Run 1, clock network drawn from the DEF:
Bar = 100 um.
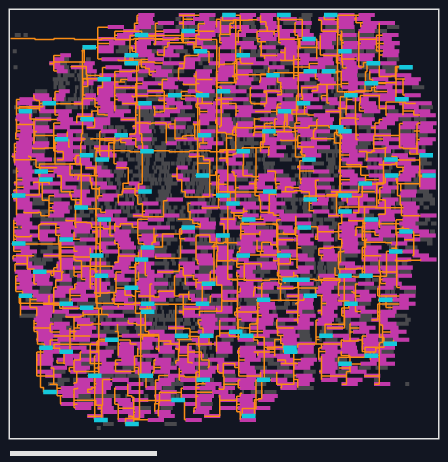
Run 1, clock nets:
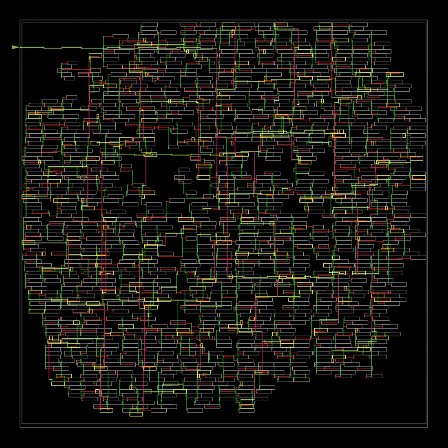
Run 1, metal 4:
Cells faint in the background.
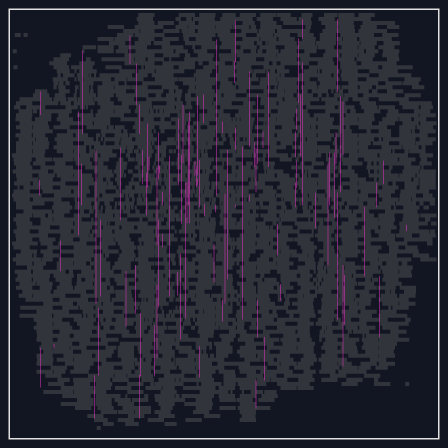
Run 1, wiring heat map:
The die is cut into 29 by 29 equal tiles; dark blue is low, red is high, scaled to the fullest tile. Values are wire area over tile area, all layers added.
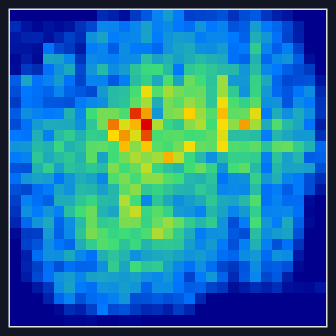
### src/rtl/tweet_tx_sequencer.sv
// rtl/tweet_tx_sequencer.sv - collects UART rx bytes, debounces btn_write and replays the buffer to UART tx
// Optional ECHO_EN: echo every stored byte back through the UART tx while collecting.
module tweet_tx_sequencer #(
  parameter int MAX_LEN         = 140,
  parameter int LEN_W           = 8,
  parameter int DEBOUNCE_CYCLES = 100000
) (
  input  logic             sysclk,
  input  logic             reset,
  input  logic             rx_valid,
  input  logic [7:0]       rx_data,
  input  logic             btn_write,
  input  logic             tx_busy,
  output logic             tx_start,
  output logic [7:0]       tx_data,
  output logic             sending,
  output logic [LEN_W-1:0] msg_len,
  output logic             overflow
);

  localparam int DB_W = (DEBOUNCE_CYCLES > 1) ? $clog2(DEBOUNCE_CYCLES) : 1;
  localparam logic [DB_W-1:0]  DB_LAST = DB_W'(DEBOUNCE_CYCLES - 1);
  localparam logic [LEN_W-1:0] LEN_MAX = LEN_W'(MAX_LEN);

  typedef enum logic [2:0] {
    S_COLLECT, S_LOAD, S_START, S_HOLD, S_WAIT, S_DONE
  } state_e;

  state_e           state_q, state_d;
  logic [DB_W-1:0]  db_cnt_q, db_cnt_d;
  logic             db_level_q, db_level_d;
  logic             db_prev_q;
  logic [LEN_W-1:0] msg_len_q, msg_len_d;
  logic [LEN_W-1:0] idx_q, idx_d;
  logic [7:0]       tx_data_q, tx_data_d;
  logic             sending_q, sending_d;
  logic             overflow_q, overflow_d;
  logic [7:0]       mem_q [MAX_LEN];

  logic press, rx_store, launch, go, last_byte;

  always_comb begin
    db_cnt_d   = '0;
    db_level_d = db_level_q;
    if (btn_write != db_level_q) begin
      if (db_cnt_q == DB_LAST) begin
        db_level_d = btn_write;
      end else begin
        db_cnt_d = db_cnt_q + 1'b1;
      end
    end
  end

  assign press     = db_level_q & ~db_prev_q;
  assign rx_store  = rx_valid && (state_q == S_COLLECT) && (msg_len_q < LEN_MAX);
  assign last_byte = (idx_q == msg_len_q - 1'b1);

`ifdef ECHO_EN
  logic echo_q, echo_d, pend_q, pend_d, hold_off;

  // A send must not start while an echo frame is starting or still on the wire.
  assign echo_d   = rx_store & ~tx_busy;
  assign hold_off = echo_d | echo_q | tx_busy;
  assign launch   = (press | pend_q) & ~hold_off;
  assign pend_d   = (state_q == S_COLLECT) && (press || pend_q) && hold_off && (msg_len_q != '0);

  always_ff @(posedge sysclk) begin
    if (reset) begin
      echo_q <= 1'b0;
      pend_q <= 1'b0;
    end else begin
      echo_q <= echo_d;
      pend_q <= pend_d;
    end
  end
`else
  assign launch = press;
`endif

  assign go = (state_q == S_COLLECT) && launch && (msg_len_q != '0);

  always_ff @(posedge sysclk) begin
    if (reset) begin
      state_q <= S_COLLECT;
    end else begin
      state_q <= state_d;
    end
  end

  always_comb begin
    state_d = state_q;
    case (state_q)
      S_COLLECT: if (go) state_d = S_LOAD;
      S_LOAD:    state_d = S_START;
      S_START:   state_d = S_HOLD;
      S_HOLD:    state_d = S_WAIT;
      S_WAIT:    if (!tx_busy) state_d = last_byte ? S_DONE : S_LOAD;
      S_DONE:    state_d = S_COLLECT;
      default:   state_d = S_COLLECT;
    endcase
  end

  always_comb begin
    msg_len_d  = msg_len_q;
    idx_d      = idx_q;
    tx_data_d  = tx_data_q;
    sending_d  = sending_q;
    overflow_d = overflow_q | (rx_valid & ~rx_store);
    tx_start   = (state_q == S_START);
`ifdef ECHO_EN
    tx_start = tx_start | echo_q;
    if (echo_d) tx_data_d = rx_data;
`endif
    case (state_q)
      S_COLLECT: begin
        if (rx_store) msg_len_d = msg_len_q + 1'b1;
        if (go)       idx_d     = '0;
      end
      S_LOAD: begin
        tx_data_d = mem_q[idx_q];
        sending_d = 1'b1;
      end
      S_WAIT: begin
        if (!tx_busy && !last_byte) idx_d = idx_q + 1'b1;
      end
      S_DONE: begin
        msg_len_d = '0;
        sending_d = 1'b0;
      end
      default: ;
    endcase
  end

  always_ff @(posedge sysclk) begin
    if (reset) begin
      db_cnt_q   <= '0;
      db_level_q <= 1'b0;
      db_prev_q  <= 1'b0;
      msg_len_q  <= '0;
      idx_q      <= '0;
      tx_data_q  <= '0;
      sending_q  <= 1'b0;
      overflow_q <= 1'b0;
    end else begin
      db_cnt_q   <= db_cnt_d;
      db_level_q <= db_level_d;
      db_prev_q  <= db_level_q;
      msg_len_q  <= msg_len_d;
      idx_q      <= idx_d;
      tx_data_q  <= tx_data_d;
      sending_q  <= sending_d;
      overflow_q <= overflow_d;
    end
  end

  // Buffer contents survive reset; only msg_len decides what is valid.
  always_ff @(posedge sysclk) begin
    if (rx_store) mem_q[msg_len_q] <= rx_data;
  end

  assign tx_data  = tx_data_q;
  assign sending  = sending_q;
  assign msg_len  = msg_len_q;
  assign overflow = overflow_q;

endmodule

### config.mk
export PLATFORM = sky130hd
export DESIGN_NAME = tweet_tx_sequencer
export DESIGN_NICKNAME = d
export VERILOG_FILES = /design/src/rtl/tweet_tx_sequencer.sv
export SDC_FILE = /design/constraint.sdc
export NUM_CORES = 1
export LEC_CHECK = 0
export CAP_MARGIN = 20
export CORE_UTILIZATION = 55
export DETAILED_ROUTE_END_ITERATION = 10
export PLACE_DENSITY = 0.7
export SLEW_MARGIN = 20
export SYNTH_ARGS = -nofsm -noshare
export SYNTH_HDL_FRONTEND = slang
export SYNTH_SLANG_ARGS = --single-unit
### constraint.sdc
create_clock -name sysclk -period 3.4 [get_ports sysclk]
set_input_delay 0.34 -clock sysclk [delete_from_list [all_inputs] [get_ports sysclk]]
set_output_delay 0.34 -clock sysclk [all_outputs]
set_load 0.02 [all_outputs]
==> job_summary.md, run 1 <==
### Yosys + OpenROAD results

| Metric | Value |
|---|---|
| Yosys reg bits | `1,168` |
| Number of enable flip-flop cells | `1,120` |
| RSZ-0062 raised after global routing | `no` |
| Die area | `0.0843 mm^2` |
| Slew margin rel. | `26.9%` |
| Post-synth area from yosys stat | `0.0457 mm^2` |
| Minimum clock period | `3.34 ns` |
| Overall die width | `290 um` |
| Pwr Density | `556 mW/mm^2` |
| Top Ports | `32` |
| CP Cell Sequence | `inv_1 > ha_1 > xor2_1 > o2111ai_1 > a2111oi_0 > o221ai_1 > nand3_1 > o41ai_1` |
| CTS tree | `built` |
| Min Hold Slack | `0.201 ns` |
| Diode count | `0` |
| H-tree Lvls | `3` |
| Avg Inst Size Synth | `20.2 um^2` |
| Core Rows | `105` |
| CP delay by family, top | `AND-OR/OR-AND gates` |
| Syn Nets | `2,288` |
| Synth top area share | `73.5%` |
| Design Power | `29,200 uW` |
| Count leader, synth | `edfxtp_1` |
| Cell type with the largest total area | `edfxtp_1` |
| Status | `finished, final reports clean` |
| CP Launch Type | `register` |
| VDD IR max | `0.000510 V` |
| Max cap viols | `0` |
| DR iter-0 viols | `3,046` |
| Final worst slack | `0.0552 ns` |
| Layout fillers | `5,450` |
| Max FO, Critical Path | `8` |
| Vias in the first global route | `24,000` |
| Worst slew pin tran | `1.09 ns` |
| Max-slew violations | `0` |
| Ys Warns | `0` |
| Final period util | `98.4%` |
| Worst Setup End Kind | `register` |
| Post-route ant nets | `0` |
| Design area | `0.0526 mm^2` |
| Pleak | `0.0163 uW` |
-- 'clock network drawn from the DEF' (at the start) --
Key: clock-net drivers = cyan [count 113]; flip-flops = magenta [count 1,168]; clock wires = orange [length 12,400 um]
Position of the flops: widely spread.
clock power share: 44.3%
Latency at later pin: 0.69 ns
Clock group: 13,000 uW

-- 'clock nets' (at the start) --
# clk buffers: 136
setup skew after layout: 0.0326 ns
clk sinks: 1,168
CTS buffer count: 113

-- 'metal 4' (at the start) --
57 nets have wire on it. The longest straight run is 117 um. The layer holds 3.2% of the routed length.
final WL: 111 mm
via count: 23,700

-- 'wiring heat map' (at the start) --
13% of the tiles are nearly empty. 15% of the tiles are over half the peak. The mean over all tiles is 0.22.
gr usage total: 26.8%
Routed WL per cell: 30.2 um

[run 1: path summary, 6_finish.rpt]
kind,startpoint,endpoint,slack [ns],depth (start not counted)
worst max-delay path,msg_len[0],idx_q[4],0.06,8
worst min-delay path,rx_data[3],mem_q[70][3],0.20,1
worst max register to register,msg_len[0],idx_q[4],0.06,8
worst min register to register,db_cnt_q[0],db_cnt_q[0],0.45,1
[run 1: routing by layer]
layer	wire, um	part of all wire, %	GRT usage, %	up-vias
li1	-	-	-	9869
met1	44400	40	38.6	12400
met2	53500	48	42.2	1247
met3	10100	9.1	4.80	226
met4	3540	3.2	8.58	4
met5	21	0.019	0	-
[run 1: logic make-up after synthesis]
family                   synth area share, %
flip-flops                              75.6
AND/OR/NAND/NOR                         3.67
multiplexers                            15.4
AND-OR/OR-AND                           2.97
buffers and inverters                   1.55
XOR/XNOR                               0.594
adder cells (fa/ha/maj)                0.191
[run 1: state kept, by name, summed over array words and instances (netlist names), 3 cells and up]
register / cells
mem_q: 1120
db_cnt_q: 17
idx_q: 8
msg_len: 8
tx_data: 8
state_q: 3
[run 1: area by class of cell]
class / instances / area, um^2 / area share (%)
Clock buffer: 136 / 2980 / 5.66
Clock inverter: 78 / 886 / 1.69
Inverter: 16 / 60.1 / 0.114
Multi-Input combinational cell: 963 / 10400 / 19.9
Sequential cell: 1168 / 34600 / 65.8
Tap cell: 1070 / 1340 / 2.55
Timing Repair Buffer: 256 / 2260 / 4.29
[run 1: what timing repair did]
item | CTS | global route
hold buffers | 0 | 0
buffers inserted | 0 | 1
endpoints found under the setup margin | 0 | 1
[run 1: power by group]
| part | total (uW) | switching, uW | internal, uW |
|---|---|---|---|
| registers | 15800 | 15.5 | 15800 |
| logic | 478 | 383 | 95.5 |
| clock network | 13000 | 5400 | 7560 |
==> run 2: changes to the inputs <==
--- a/config.mk
+++ b/config.mk
@@ -6,8 +6,11 @@
 export NUM_CORES = 1
 export LEC_CHECK = 0
 export CAP_MARGIN = 20
+export CORE_ASPECT_RATIO = 0.9
+export CORE_MARGIN = 2
 export CORE_UTILIZATION = 55
 export DETAILED_ROUTE_END_ITERATION = 10
+export GPL_TIMING_DRIVEN = 1
 export PLACE_DENSITY = 0.7
 export SLEW_MARGIN = 20
 export SYNTH_ARGS = -nofsm -noshare
Run 2, wiring heat map:
The die is cut into 31 by 28 equal tiles; dark blue is low, red is high, scaled to the fullest tile. Values are wire area over tile area, all layers added.
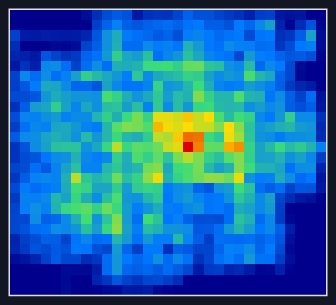
13% of the tiles are nearly empty. 9.0% of the tiles are over half the peak. The mean over all tiles is 0.22. The fullest tile reaches 0.81. The emptiest ninth of the die: south-east. The densest ninth of the die: center.
gr usage total: 26.5%
via count: 23,800

==> job_summary.md, run 2 <==
### Yosys + OpenROAD results

| Metric | Value |
|---|---|
| Worst Setup End Kind | `register (unchanged)` |
| Max cap viols | `0 (unchanged)` |
| # hold bufs at CTS | `0 (unchanged)` |
| Sequential Power Share | `56.6% (was 54.0%)` |
| Adder-Cell Fraction of Synth Area | `0.191% (unchanged)` |
| Overall die width | `308 um (was 290 um)` |
| Post-route ant nets | `0 (unchanged)` |
| Final period util | `93.1% (was 98.4%)` |
| Sw power | `5530 uW (was 5790 uW)` |
| CTS buffer count | `110 (was 113)` |
| Vias in the first global route | `23,900 (was 24,000)` |
| Biggest register | `mem_q (unchanged)` |
| Routed WL per cell | `30.1 um (was 30.2 um)` |
| CTS tree | `built (unchanged)` |
| H-tree Lvls | `3 (unchanged)` |
| Clk sinks | `1,168 (unchanged)` |
| Max reg flops | `1,120 (unchanged)` |
| Status | `finished, final reports clean (unchanged)` |
| Core Rows | `100 (was 105)` |
| XOR/XNOR Area Share | `0.594% (unchanged)` |
| Setup Fix Bufs, Post-CTS | `0 (unchanged)` |
| Post-synth area from yosys stat | `0.0457 mm^2 (unchanged)` |
| Design area | `0.0522 mm^2 (was 0.0526 mm^2)` |
| Top Ports | `32 (unchanged)` |
| CP Launch Type | `register (unchanged)` |
| Final WL | `111 mm (about the same)` |
| Switching share of power | `19.8% (about the same)` |
| RSZ-0062 raised after global routing | `no (unchanged)` |
| Ys Warns | `0 (unchanged)` |
| Synth top area share | `73.5% (unchanged)` |
| Combinational Power Share | `1.7% (was 1.6%)` |
| Mux frac, synth | `15.4% (unchanged)` |
| Cell type with the largest total area | `edfxtp_1 (unchanged)` |
| Worst slew pin tran | `1.08 ns (was 1.09 ns)` |
Run 2, clock network drawn from the DEF:
Bar = 100 um.
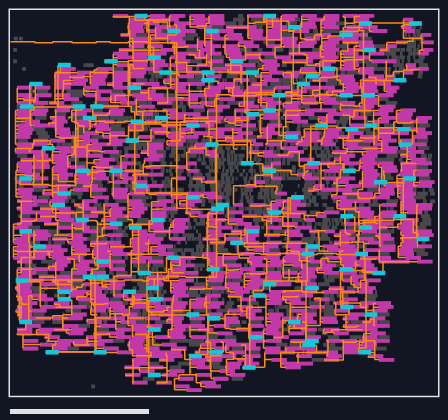
Key: flip-flops = magenta [count 1,168]; clock-net drivers = cyan [count 110]; clock wires = orange [length 12,300 um]
There are 111 routed clock nets. Position of the flops: widely spread.
clock power share: 41.7%
setup skew after layout: 0.0307 ns

[run 2: netlist changes by cell type in the layout (fill, tap and decap cells not counted), moves of 2 or more]
cell	change
clkinv_2	-3
clkinvlp_4	-5
clkbuf_8	-2
clkbuf_16	-2
buf_4	+10
bufinv_16	-11
buf_12	+2
clkinv_4	-4
clkinv_1	+12
clkbuf_1	+4
buf_6	-2
inv_6	-2
[run 2: critical path: stages, from the launching register on]
cell	delay, ns
dfxtp_4	0.61
buf_4	0.34
mux4_2	0.54
a22o_1	0.24
a221oi_1	0.53
o311ai_0	0.40
a32o_1	0.37
[run 2: worst paths after layout]
kind               start           end  slack [ns]  cells past startpoint
max reg2reg     idx_q[0]    tx_data[0]        0.23                      6
min           rx_data[0]  mem_q[55][0]        0.11                      1
min reg2reg  db_cnt_q[0]   db_cnt_q[0]        0.45                      1
max             idx_q[0]    tx_data[0]        0.23                      6
[run 2: layout make-up]
class / count / area, um^2
antenna: 1 / 2.50
multi-input combinational: 963 / 10500
clock buffer: 136 / 2910
fill: 5582 / 30400
tap: 1071 / 1340
inverter: 16 / 60.1
sequential: 1168 / 34600
timing repair buffer: 266 / 2350
clock inverter: 63 / 478
[run 2: power by group through the flow]
stage / Combinational (uW) / Sequential, uW / Clock (uW)
floorplan: 107 / 16100 / 0
global placement: 446 / 16100 / 0
detailed placement: 471 / 16100 / 0
CTS: 471 / 15800 / 11800
global route: 505 / 15800 / 12400
finish: 477 / 15800 / 11600
[run 2: metal layers]
metal	routed length (um)	GRT usage, %	vias to the layer above
li1	-	-	9868
met1	44100	39.1	12400
met2	52200	40.3	1275
met3	11100	5.86	214
met4	3320	7.89	4
met5	23	0	-
==> run 3: changes to the inputs <==
--- a/config.mk
+++ b/config.mk
@@ -11,6 +11,7 @@
 export CORE_UTILIZATION = 55
 export DETAILED_ROUTE_END_ITERATION = 10
 export GPL_TIMING_DRIVEN = 1
+export HOLD_SLACK_MARGIN = 0.15
 export PLACE_DENSITY = 0.7
 export SLEW_MARGIN = 20
 export SYNTH_ARGS = -nofsm -noshare
==> job_summary.md, run 3 <==
### Yosys + OpenROAD results

| Metric | Value |
|---|---|
| Status | `finished, final reports clean (unchanged)` |
| Post-route ant nets | `0 (unchanged)` |
| Top power group | `sequential cells (unchanged)` |
| Combinational Power Share | `1.7% (about the same)` |
| Overall die width | `308 um (unchanged)` |
| Buf/Inv on CP | `1 (unchanged)` |
| Design area | `0.0522 mm^2 (about the same)` |
| Regs by FF count | `mem_q (1120), db_cnt_q (17) (unchanged)` |
| Slew margin rel. | `27.6% (was 27.7%)` |
| Final period util | `95.0% (was 93.1%)` |
| Cell type with the largest total area | `edfxtp_1 (unchanged)` |
| Worst slew pin tran | `1.08 ns (about the same)` |
| Clk sinks | `1,168 (unchanged)` |
| H-tree Lvls | `3 (unchanged)` |
| Vias in the first global route | `23,900 (about the same)` |
| Combinational Power | `480 uW (was 477 uW)` |
| Layout fillers | `5,585 (was 5,582)` |
| Switching share of power | `19.8% (about the same)` |
| Max FO, Critical Path | `13 (unchanged)` |
| DR iter-0 viols | `3,376 (was 3,356)` |
| Critical Path Start | `idx_q[0] (unchanged)` |
| Biggest register | `mem_q (unchanged)` |
| CP delay by family, top | `AND-OR/OR-AND gates (unchanged)` |
| Critical Path Sink | `tx_data[0] (unchanged)` |
| R2r endpoint | `tx_data[0] (unchanged)` |
| Gr usage total | `26.5% (unchanged)` |
| Core Rows | `100 (unchanged)` |
[run 3: kinds of logic after synthesis]
logic type	count (synthesis)	share of synthesized area, %
AOI/OAI and AO/OA	188	2.97
adders and majority gates	7	0.191
DFF	1168	75.6
buffers and inverters	137	1.55
xor gates and xnor gates	31	0.594
and+or+nand+nor	379	3.67
muxes	358	15.4
[run 3: worst min-delay path by stage]
| stage | start | end | slack (ns) | cells past startpoint |
|---|---|---|---|---|
| 5_1_grt | rx_data[7] | mem_q[46][7] | 0.24 | 1 |
| 4_1_cts | rx_data[7] | mem_q[67][7] | 0.21 | 1 |
| 2_1_floorplan | db_cnt_q[0] | db_cnt_q[0] | 0.42 | 1 |
| 3_5_place_dp | db_cnt_q[0] | db_cnt_q[0] | 0.44 | 1 |
| 3_3_place_gp | db_cnt_q[0] | db_cnt_q[0] | 0.43 | 1 |
| 6_report | rx_data[2] | mem_q[43][2] | 0.23 | 1 |
[run 3: layer usage]
layer | wire (um) | track usage (%) | vias up
met3 | 11000 | 5.86 | 203
met4 | 3320 | 7.89 | 4
met1 | 44400 | 39.1 | 12500
met5 | 23 | 0 | -
li1 | - | - | 9864
met2 | 52100 | 40.3 | 1242
[run 3: repair_timing]
| action | CTS | global route |
|---|---|---|
| hold buffers | 1 | 1 |
| resized | 0 | 0 |
| hold endpoints to repair | 28 | 30 |
[run 3: final cells by class]
type | count | area [um^2] | area share, %
timing repair buffer | 268 | 2370 | 4.54
inverter | 16 | 60.1 | 0.115
clock buffer | 136 | 2910 | 5.58
antenna | 2 | 5.00 | 0.00958
clock inverter | 63 | 478 | 0.915
multi-input combinational | 963 | 10500 | 20.0
sequential | 1168 | 34600 | 66.3
tap | 1071 | 1340 | 2.57
Run 3, wiring heat map:
The die is cut into 31 by 28 equal tiles; dark blue is low, red is high, scaled to the fullest tile. Values are wire area over tile area, all layers added.
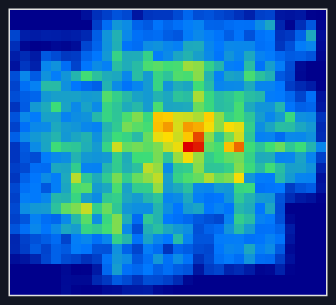
12% of the tiles are over half the peak. 13% of the tiles are nearly empty. The fullest tile reaches 0.78. The mean over all tiles is 0.22. The emptiest ninth of the die: south-east.
Routed WL per cell: 30.0 um
via count: 23,800
final WL: 111 mm

Run 3, clock nets:
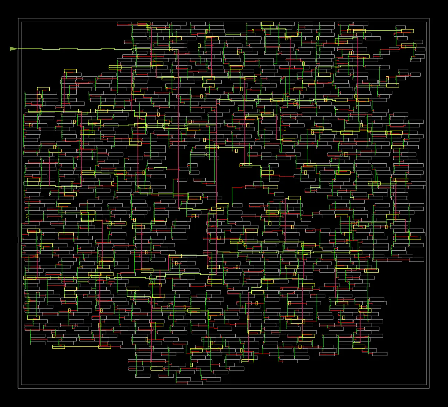
CTS buffer count: 110
setup skew after layout: 0.0289 ns
Flops: 1,168
Clock group: 11,600 uW

Power figures rest on the tool's default switching activity, not on a simulated workload.
